## config.mk

```make
export PLATFORM = sky130hd
export DESIGN_NAME = lcd_bus_receiver
export DESIGN_NICKNAME = d
export VERILOG_FILES = /design/src/rtl/lcd_pkg.sv /design/src/rtl/lcd_sync.sv /design/src/rtl/lcd_bus_receiver.sv
export SDC_FILE = /design/constraint.sdc
export NUM_CORES = 1
export LEC_CHECK = 0
export CAP_MARGIN = 5
export CORE_ASPECT_RATIO = 0.8
export CORE_UTILIZATION = 40
export DETAILED_ROUTE_END_ITERATION = 10
export GPL_TIMING_DRIVEN = 0
export HOLD_SLACK_MARGIN = 0.08
export PLACE_DENSITY = 0.6
export SLEW_MARGIN = 20
export SYNTH_ARGS = -nofsm -noshare
export SYNTH_HDL_FRONTEND = slang
export SYNTH_SLANG_ARGS = --single-unit
```

## constraint.sdc

```tcl
create_clock -name clk -period 11.12 [get_ports clk]
set_input_delay 2.224 -clock clk [delete_from_list [all_inputs] [get_ports clk]]
set_output_delay 2.224 -clock clk [all_outputs]
set_load 0.1 [all_outputs]
```

## src/rtl/lcd_pkg.sv

```systemverilog
// Shared opcodes, buffer constants and FSM state encoding for the LCD bus receiver.
package lcd_pkg;

    localparam logic [7:0] CMD_CLEAR  = 8'h01;
    localparam logic [7:0] CMD_HOME   = 8'h02;
    localparam logic [7:0] CMD_ENTRY  = 8'h04;
    localparam logic [7:0] CMD_DDRAM  = 8'h80;

    localparam logic [7:0] CHAR_SPACE = 8'h20;
    localparam logic [7:0] ROW1_BASE  = 8'h40;
    localparam int         BUF_DEPTH  = 32;

    typedef enum logic {
        IDLE  = 1'b0,
        CLEAR = 1'b1
    } rx_state_t;

    // DDRAM row bit plus column select the flat 0..31 buffer index.
    function automatic logic [4:0] ddram_index(input logic [7:0] cmd);
        return {(cmd & ROW1_BASE) != 8'h00, cmd[3:0]};
    endfunction

endpackage

```

## src/rtl/lcd_sync.sv

```systemverilog
// Parameterized multi-flop synchronizer for a bundle of asynchronous inputs.
module lcd_sync #(
    parameter int STAGES = 2,
    parameter int WIDTH  = 1
) (
    input  logic             clk,
    input  logic             rst,
    input  logic [WIDTH-1:0] d,
    output logic [WIDTH-1:0] q
);

    logic [WIDTH-1:0] chain [STAGES];

    always_ff @(posedge clk or posedge rst) begin
        if (rst) begin
            for (int i = 0; i < STAGES; i++) begin
                chain[i] <= '0;
            end
        end else begin
            chain[0] <= d;
            for (int i = 1; i < STAGES; i++) begin
                chain[i] <= chain[i-1];
            end
        end
    end

    assign q = chain[STAGES-1];

endmodule

```

## src/rtl/lcd_bus_receiver.sv

```systemverilog
// Receiving end of the 4-bit HD44780-style LCD bus: nibble capture, command decode, 2x16 buffer.
// Define LCD_RX_BUSY_EN to emulate the busy flag and drive read-back nibbles.
module lcd_bus_receiver
    import lcd_pkg::*;
#(
    parameter int SYNC_STAGES = 2,
    parameter int BUSY_CYCLES = 64
) (
    input  logic       clk,
    input  logic       rst,
    input  logic       lcd_rs,
    input  logic       lcd_rw,
    input  logic       lcd_e,
    input  logic [3:0] lcd_d,
    input  logic [4:0] rd_addr,
    output logic [7:0] rd_data,
    output logic       byte_valid,
    output logic [7:0] byte_data,
    output logic       byte_rs,
    output logic [4:0] cursor,
    output logic       clearing,
    output logic       err_drop,
    output logic [3:0] lcd_d_out,
    output logic       lcd_d_oe,
    output logic       busy
);

    logic [6:0] bus_s;
    logic       e_s, rs_s, rw_s;
    logic [3:0] d_s;

    lcd_sync #(
        .STAGES(SYNC_STAGES),
        .WIDTH (7)
    ) u_sync (
        .clk(clk),
        .rst(rst),
        .d  ({lcd_e, lcd_rs, lcd_rw, lcd_d}),
        .q  (bus_s)
    );

    assign e_s  = bus_s[6];
    assign rs_s = bus_s[5];
    assign rw_s = bus_s[4];
    assign d_s  = bus_s[3:0];

    logic       e_q, rs_q, rw_q;
    logic [3:0] d_q;
    logic       edge_det;
    logic       nib_rs, nib_rw;
    logic [3:0] nib_d;
    logic       phase_high;
    logic [3:0] hi_nib;

    // The *_q copies hold the last E-high sample, so a falling edge latches the bus as it was with E high.
    always_ff @(posedge clk or posedge rst) begin
        if (rst) begin
            e_q        <= 1'b0;
            rs_q       <= 1'b0;
            rw_q       <= 1'b0;
            d_q        <= 4'h0;
            edge_det   <= 1'b0;
            nib_rs     <= 1'b0;
            nib_rw     <= 1'b0;
            nib_d      <= 4'h0;
            phase_high <= 1'b1;
            hi_nib     <= 4'h0;
        end else begin
            e_q      <= e_s;
            rs_q     <= rs_s;
            rw_q     <= rw_s;
            d_q      <= d_s;
            edge_det <= e_q & ~e_s;
            if (e_q & ~e_s) begin
                nib_rs <= rs_q;
                nib_rw <= rw_q;
                nib_d  <= d_q;
            end
            if (edge_det) begin
                phase_high <= ~phase_high;
                if (phase_high) begin
                    hi_nib <= nib_d;
                end
            end
        end
    end

    logic [7:0] rx_byte;
    logic       byte_done;

    assign rx_byte   = {hi_nib, nib_d};
    assign byte_done = edge_det && !phase_high && !nib_rw;

    rx_state_t  state;
    logic       inc_mode;
    logic [4:0] clear_idx;
    logic [7:0] buf_mem [BUF_DEPTH];

    // Bytes finishing during CLEAR are reported and flagged but never touch buffer or cursor.
    always_ff @(posedge clk or posedge rst) begin
        if (rst) begin
            state      <= IDLE;
            cursor     <= 5'd0;
            inc_mode   <= 1'b1;
            clear_idx  <= 5'd0;
            byte_valid <= 1'b0;
            byte_data  <= 8'h00;
            byte_rs    <= 1'b0;
            err_drop   <= 1'b0;
            clearing   <= 1'b0;
            rd_data    <= 8'h00;
            for (int i = 0; i < BUF_DEPTH; i++) begin
                buf_mem[i] <= CHAR_SPACE;
            end
        end else begin
            byte_valid <= byte_done;
            err_drop   <= byte_done && (state == CLEAR);
            clearing   <= (state == CLEAR);
            rd_data    <= buf_mem[rd_addr];
            if (byte_done) begin
                byte_data <= rx_byte;
                byte_rs   <= nib_rs;
            end
            case (state)
                IDLE: begin
                    if (byte_done) begin
                        if (nib_rs) begin
                            buf_mem[cursor] <= rx_byte;
                            cursor          <= inc_mode ? cursor + 5'd1 : cursor - 5'd1;
                        end else if (rx_byte == CMD_CLEAR) begin
                            state     <= CLEAR;
                            clear_idx <= 5'd0;
                            cursor    <= 5'd0;
                            inc_mode  <= 1'b1;
                        end else if (rx_byte[7:1] == CMD_HOME[7:1]) begin
                            cursor <= 5'd0;
                        end else if (rx_byte[7:2] == CMD_ENTRY[7:2]) begin
                            inc_mode <= rx_byte[1];
                        end else if ((rx_byte & CMD_DDRAM) != 8'h00) begin
                            cursor <= ddram_index(rx_byte);
                        end
                    end
                end
                CLEAR: begin
                    buf_mem[clear_idx] <= CHAR_SPACE;
                    clear_idx          <= clear_idx + 5'd1;
                    if (clear_idx == 5'(BUF_DEPTH - 1)) begin
                        state <= IDLE;
                    end
                end
                default: state <= IDLE;
            endcase
        end
    end

`ifdef LCD_RX_BUSY_EN
    // A clear keeps busy up until clearing drops, even when BUSY_CYCLES is shorter.
    localparam int CLEAR_BUSY = (BUSY_CYCLES > BUF_DEPTH + 1) ? BUSY_CYCLES : BUF_DEPTH + 1;

    logic [15:0] busy_cnt;
    logic        applied;
    logic        drive_rd;

    assign applied  = byte_done && (state == IDLE);
    assign drive_rd = e_s && rw_s && !rs_s;
    assign busy     = (busy_cnt != 16'd0);

    always_ff @(posedge clk or posedge rst) begin
        if (rst) begin
            busy_cnt  <= 16'd0;
            lcd_d_oe  <= 1'b0;
            lcd_d_out <= 4'h0;
        end else begin
            if (applied) begin
                busy_cnt <= (!nib_rs && rx_byte == CMD_CLEAR) ? 16'(CLEAR_BUSY) : 16'(BUSY_CYCLES);
            end else if (busy_cnt != 16'd0) begin
                busy_cnt <= busy_cnt - 16'd1;
            end
            lcd_d_oe <= drive_rd;
            if (drive_rd) begin
                lcd_d_out <= phase_high ? {busy, cursor[4], 2'b00} : cursor[3:0];
            end else begin
                lcd_d_out <= 4'h0;
            end
        end
    end
`else
    logic busy_cycles_unused;

    assign busy_cycles_unused = (BUSY_CYCLES > 0);
    assign busy      = 1'b0;
    assign lcd_d_oe  = 1'b0;
    assign lcd_d_out = 4'h0;
`endif

endmodule

```

Run 1, signal wires on met1:
Scale: 2 px per µm. Supply wires on this layer in gray. Cells faint in the background.
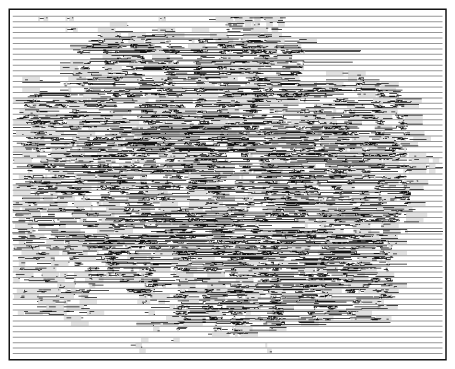
- share of all routed wire: 45%
- wire length on this layer: 20.1 mm
- main direction: horizontal
- longest straight run: 63.0 µm
- nets with wire on the layer: 1485
total detailed-routing wirelength: 44600 µm
met1 Track Usage GR: 35.4%

Run 1, cell area per tile:
Scale: 1.5 px per µm. 22 x 17 tiles, from dark blue (low) to red (high), 0 to 100% covered.
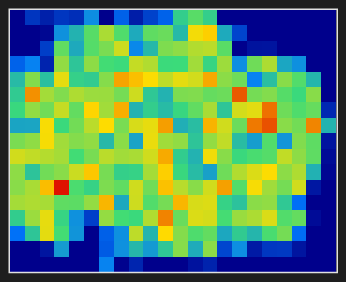
- emptiest ninth of the die: upper right
- tiles over 75% full: 6.7%
- fullest tile: 98%
post-layout utilization of the core: 47.2%
initial core utilization: 41.1%
core area: 36200 µm²

==> results.txt, run 1 <==
The synthesis and PnR run went through. Entering global routing, the biggest net connects between 100 and 150 pins. Count of buffering cells on the critical path with inverters included landed at 1. For this design, Yosys synthesis ends with a cell count of around 1500. Setup slack closes at roughly 6.5 ns. Setup repair after global routing left no endpoint under its margin. Tool warning count landed at 31.

The report lists the number of cells resized after CTS as 0. The power report lists cell-internal power as approximately 2300 µW. The highest metal layer carrying signal wires in the routed design is met5. Of the combinational cells, the family taking the most area is simple AND/OR/NAND/NOR gates. Max capacitance violation total landed at 0. Per report_power, the sequential group accounts for about 40% of the total. For this run, the register share of the synthesized area comes to 54.3%.

The first global-routing pass estimated between 60000 and 70000 µm of wire. Total length of routed met2 wires landed at 19400 µm. The design received a total of between 400 and 500 well taps at floorplan.

Post-place instance area landed at around 16000 µm². The clock network is responsible for about a third of the overall power. STA lists the startpoint of the worst hold path as u_sync.chain[9]. Count of multi-input combinational gates landed at around 1000. The register with the most flip-flops in the layout has between 200 and 300 of them. Among all stages on the critical path, the largest delay is contributed by sky130_fd_sc_hd__clkdlybuf4s50_1. The final antenna diode tally reported by the flow is 0.

The routed wirelength on the met1 layer is recorded as about 20000 µm. In this run the core area contains a little over 60 standard-cell rows. Level count of the clock H-tree landed at 2. sky130_fd_sc_hd__dfrtp_1 takes more of the synthesized area than any other cell. Post-synthesis to final-layout area growth landed at 14.9%. Of all the cell area in the finished design, non-clock buffers hold roughly 5.3%. Final instance count without filler cells landed at 2063. Power attributed to the clock group landed at roughly 1200 µW. At the pin with the least slew margin, the transition time is 1.00 ns. Yosys warning count landed at 0. Met3 layer wire length in the routed design landed at ~4000 µm. Switching share of power landed at a little over a third. Dividing the synthesized area by the synthesized cell count gives ~10 µm². The worst setup path is of the flop to output pin kind. The number of cells on the worst hold path is listed as 0.

Global routing used 35.3% of the available met2 tracks. The tree is rooted in a sky130_fd_sc_hd__clkbuf_16. Overall chip area landed at roughly 38000 µm². The script logs the mean routed wire length per placed instance as between 20 and 25 µm.

The number of antenna violations at the first check in global routing came to 1. Iteration count of the initial detailed-routing pass landed at 5. Combinational group power landed at approximately 930 µW.

Per STA, the endpoint of the critical path is cursor[2]. The flow ran to the end, and the final reports show no timing, DRC or antenna violations. During I/O placement, the number of pins put on the boundary was around 45.

Looking at the VDD voltage map, the peak drop is approximately 0.00024 V. Routability-driven placement congestion ratio landed at approximately 0.89. Post-route DRC violation count landed at 0. Fraction of power consumed by combinational cells landed at about a quarter. Counting tap cells, the placed design contains a total of between 1500 and 2000 instances. The library cell used most frequently in the layout, excluding fill and tap cells, is sky130_fd_sc_hd__nand2_1. The non-clock inverters instantiated in the layout total 10. Detailed-route iteration 0 reported a violation count of between 1000 and 1500.

The worst register-to-register path begins at state. Number of clock buffers inserted by TritonCTS landed at 35. Instance count on the critical path landed at 1. STA puts the critical path data arrival time at approximately 2.4 ns. Aoi/oai-family share of the synthesized area landed at between 10% and 20%. Maximum fanout encountered on the critical timing path landed at 9. Global route total overflow landed at 0. Post-synthesis cell count landed at about 1500. Setup TNS landed at 0 ns.

The synthesized netlist occupies a cell area of roughly 15000 µm². For this run, the top clock speed supported by timing is between 0.2 and 0.25 GHz. In the synthesized netlist the dominant register cell turns out to be sky130_fd_sc_hd__dfrtp_1. The longest clock path from root to sink contains 3 buffers. Clock network area share landed at roughly 6.9%. Number of port buffers landed at 33. Data required time of the worst path landed at just under 9 ns. The synthesized netlist devotes 18.2% of its cell area to simple gates.

Looking at the group totals, the largest power group turns out to be registers. Counting instances in the post-synthesis netlist gives the leading cell types as sky130_fd_sc_hd__nand2_1 (486), sky130_fd_sc_hd__dfrtp_1 (287), sky130_fd_sc_hd__o21ai_0 (220). The layout has approximately 150 buffers outside the clock class. Number of setup buffers added after CTS landed at 0.

In the final layout, the registers with the most flip-flops are buf_mem x256, byte_data x8, rd_data x8. In the synthesis report, Yosys lists the chip area as 14900 µm². In this run the power density over the cells is roughly 210 nW/µm². The clock net in this run drives a total of between 300 and 400 sinks. Yosys reported a register bit count of ~320.

STA classifies the critical path endpoint as an output pin. Final critical path time including I/O delays and setup landed at about 4.6 ns. Sequential cell power landed at about 1400 µW. In this run the most used layer during global routing was met1.

Die height landed at roughly 170 µm. STA reports the tightest min-delay check as being of type flop to flop. The worst setup path is launched from a flop. Summing the areas of all fa, ha and maj instances in the mapped netlist gives less than 1% of the synthesized area. OpenSTA, run right after detailed placement, puts the worst setup slack at ~6.5 ns. Per the timing report, the most critical flop-to-flop path finishes at buf_mem[210]. The most critical hold endpoint after final layout shows a slack of roughly 0.35 ns. Per the cell usage report, the commonest logic cells after layout are sky130_fd_sc_hd__nand2_1 (486), sky130_fd_sc_hd__dfrtp_1 (287), sky130_fd_sc_hd__o21ai_0 (220).

The net switching power in the latest report is around 1300 µW. Normalized max-slew margin landed at about 33%. Number of max-slew violations in the final report landed at 0. The register with the most flip-flops in the final layout is buf_mem. The largest single stage delay on the critical path is 1.22 ns.

The worst register-to-register path depth is 7. Combinational fraction of the cell area landed at between 30% and 40%. Number of distinct library cell variants in the gate-level netlist after synthesis landed at around 56. Net count of the finished layout landed at 1579.

Using the TritonRoute via totals, the vias-per-cell ratio works out to approximately 5.6. Share of the clock period used by the worst path after layout landed at between 40% and 50%. TritonCTS built the clock tree. Share of final-layout standard cells stronger than drive strength 1 landed at between 15 and 20%.
Run 1, placement view:
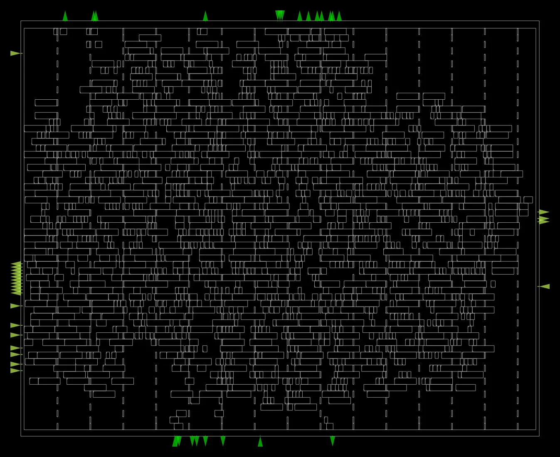
number of flip-flops and latches: 321
fraction of area in registers: 47.2%

==> run 2: changes to the inputs <==
PLACE_DENSITY = 0.58   (was 0.6)
clock period = 4.65 ns   (was 11.12 ns; I/O delays follow)
Run 2, signal wires on met1:
Scale: 2 px per µm. Supply wires on this layer in gray. Cells faint in the background.
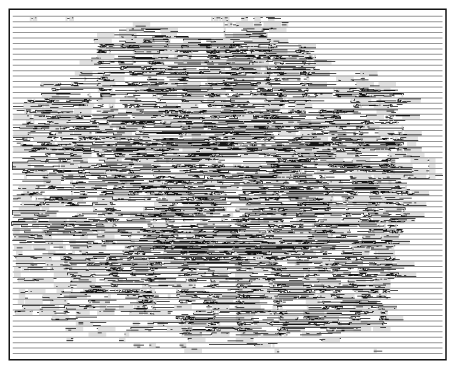
- wire length on this layer: 20.7 mm
- main direction: horizontal
- nets with wire on the layer: 1487
met1 Track Usage GR: 36.3%
total detailed-routing wirelength: 45500 µm

==> results.txt, run 2 <==
The synthesis and PnR run went through. The critical path in this run is classified as flop to output pin. The number of antenna diodes in the final layout is 0. Data required time of the worst path landed at 3.72 ns. The most critical min-delay path falls under flop to flop. In this run the most used layer during global routing was met1. Number of cells on the worst hold path landed at 0.

The most common logic cells in the final layout are sky130_fd_sc_hd__nand2_1 (486), sky130_fd_sc_hd__dfrtp_1 (287), sky130_fd_sc_hd__o21ai_0 (220). Maximum fanout encountered on the critical timing path landed at 9. Yosys reports that the most numerous cell types are sky130_fd_sc_hd__nand2_1 (486), sky130_fd_sc_hd__dfrtp_1 (287), sky130_fd_sc_hd__o21ai_0 (220). STA classifies the critical path startpoint as a flop. Number of setup buffers added after CTS landed at 0. Per the synth stats, the flop cell with the highest instance count is sky130_fd_sc_hd__dfrtp_1. Final instance count without filler cells landed at slightly above 2000. Switching share of power landed at between 30 and 40%. Looking at the power breakdown, the clock network takes between 30% and 40% of the total. In the global route stage, met2 resource usage came out at 34.8%.

Number of clock sinks landed at between 300 and 400. Post-place instance area landed at 16100 µm². The synthesized netlist occupies a cell area of between 10000 and 15000 µm². The first global-routing pass estimated 69900 µm of wire. Setup slack closes at ~1.4 ns.

Per the Yosys statistics, synthesis produced 1478 cells. IR analysis of the VDD net gives a maximum drop of approximately 0.00077 V. The detailed router put a total of 20700 µm of wire on met1. After clock tree synthesis, the repair step resized 0 gates.

Yosys printed 0 warnings. Counting distinct cell types in the post-synthesis netlist gives 56. Register fraction of the total cell area landed at around 47%.

After synthesis, flip-flops and latches occupy a little over half of the total area. Power density over the cells landed at roughly 500 nW/µm². Number of clock buffer instances in the layout landed at approximately 47. Level count of the clock H-tree landed at 2. Mean area per synthesized cell landed at ~10 µm². In the final layout, excluding clock inverters the inverter count is 10.

Setup repair after global routing left no endpoint under its margin. Flip-flop count of the largest register after layout landed at around 260. Maximum single-stage delay on the critical path landed at 1.22 ns. Summing the areas of all compound-gate instances in the mapped netlist gives 11.0% of the synthesized area. After clock tree synthesis, the clock-pin slew on the worst setup and hold paths is 0.07 ns. Largest net degree at the start of global routing landed at 35. After synthesis, the chip area reported by Yosys is 14900 µm². The registers reported with the highest flop counts are buf_mem x256, byte_data x8, rd_data x8. Final critical path time including I/O delays and setup landed at roughly 3.3 ns. Clock network area share landed at about 6.8%. For this run the aggregate overflow at the end of global routing stands at 0.

Routability-driven placement finished with a final weighted congestion of roughly 0.9. Summed over all nets, wire length on met3 after detailed routing comes to between 3000 and 4000 µm. Number of DRC violations after detailed-routing iteration 0 landed at roughly 1200. The switching component of the power was reported as 3110 µW. Cell internal power was estimated by the tool at between 5000 and 6000 µW. Among all stages on the critical path, the largest delay is contributed by sky130_fd_sc_hd__clkdlybuf4s50_1. Multi-input gates account for a little over a third of the area. Buffer share of cell area landed at under 10%. The group that draws the most power in this run is registers. The worst register-to-register path begins at state. Ratio of routed vias to standard cells landed at 5.64. Post-synthesis cell count landed at ~1500. Core utilization at floorplan landed at between 40 and 50%. Clock tree buffer depth landed at 3. Maximum achievable frequency landed at slightly above 0.3 GHz.

The flow measured a signed area growth from synthesis to layout of 15.9%. The max-slew check reports its worst relative slack as about a third. The worst setup path is captured at an output pin.

The floorplan step set the die height to 175 µm. Final routed wire length divided by cell count landed at between 20 and 25 µm. For reference, the critical path is captured by cursor[2].

Net count of the finished layout landed at about 1600. The script parses the final routing iteration and logs DRC violations as 0. According to the floorplan report, the total die area is roughly 38000 µm². The largest total area in the synthesized netlist belongs to sky130_fd_sc_hd__dfrtp_1.

In this run, the synthesized area fraction spent on and/or/nand/nor cells is recorded as between 10% and 20%. Across the run, the number of max-cap violations was 0. STA lists the startpoint of the worst hold path as u_sync.q[0]. Number of synthesized register bits landed at ~320.

Instance count on the critical path landed at 1. The synthesized netlist devotes 0.807% of its cell area to adder and majority cells. Total length of routed met2 wires landed at between 15000 and 20000 µm. Looking at the reg2reg group, the worst path ends at buf_mem[215]. Power attributed to the clock group landed at a little under 3000 µW. Transition at the pin with the smallest max-transition slack landed at 1.01 ns.

The run finished with clean final reports. The synthesis run identifies the leading combinational cell family as simple AND/OR/NAND/NOR gates. Counting flops per register, the top entry is buf_mem.

Arrival time reported for the critical path endpoint landed at roughly 2.4 ns. For this floorplan the total number of well-tap instances is roughly 480. After detailed routing, no signal wire sits above met4.

The first TritonRoute pass finished after 5 iterations. Number of clock buffers inserted by TritonCTS landed at 35. The report lists the cells along the critical path as clkdlybuf4s50_1. Per the CTS log, the root buffer master is sky130_fd_sc_hd__clkbuf_16. Smallest hold slack landed at ~0.35 ns. The number of antenna violations at the first check in global routing is 0. Tool warning count landed at 30. Timing analysis after detailed placement gives a worst setup slack of about 1.4 ns.

Count of buffering cells on the critical path with inverters included landed at 1. Hold-check failures listed in the final report amount to 0. Share of final-layout standard cells stronger than drive strength 1 landed at between 10% and 20%. Among logic cells in the layout, the one with the most instances is sky130_fd_sc_hd__nand2_1. Fraction of power consumed by combinational cells landed at 26.5%. Count of multi-input combinational gates landed at 1043. Placed instance count landed at between 2000 and 2500. Combinational group power landed at 2270 µW. Area of the core region landed at roughly 36000 µm². Number of max-slew violations in the final report landed at 0. Counting plain and timing-repair buffers in the layout gives around 150. Setup TNS landed at 0 ns.

Final core utilization landed at 47.6%. Sequential cells burn around two fifths of the power. TritonCTS built the clock tree.
Run 2, wires at chosen ports, followed through buffers:
Scale: 1 px per µm.
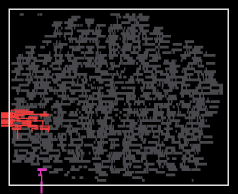
- `byte_data`: red (bits 8; direction output; edge left; end cells 8; buffers 8; wire 281 µm)
- `lcd_rw`: magenta (bits 1; direction input; edge bottom; end cells 1; buffers 1; wire 18.6 µm)
number of top-level pins: 45
input/output buffers: 33

Power and IR drop assume default switching activity.
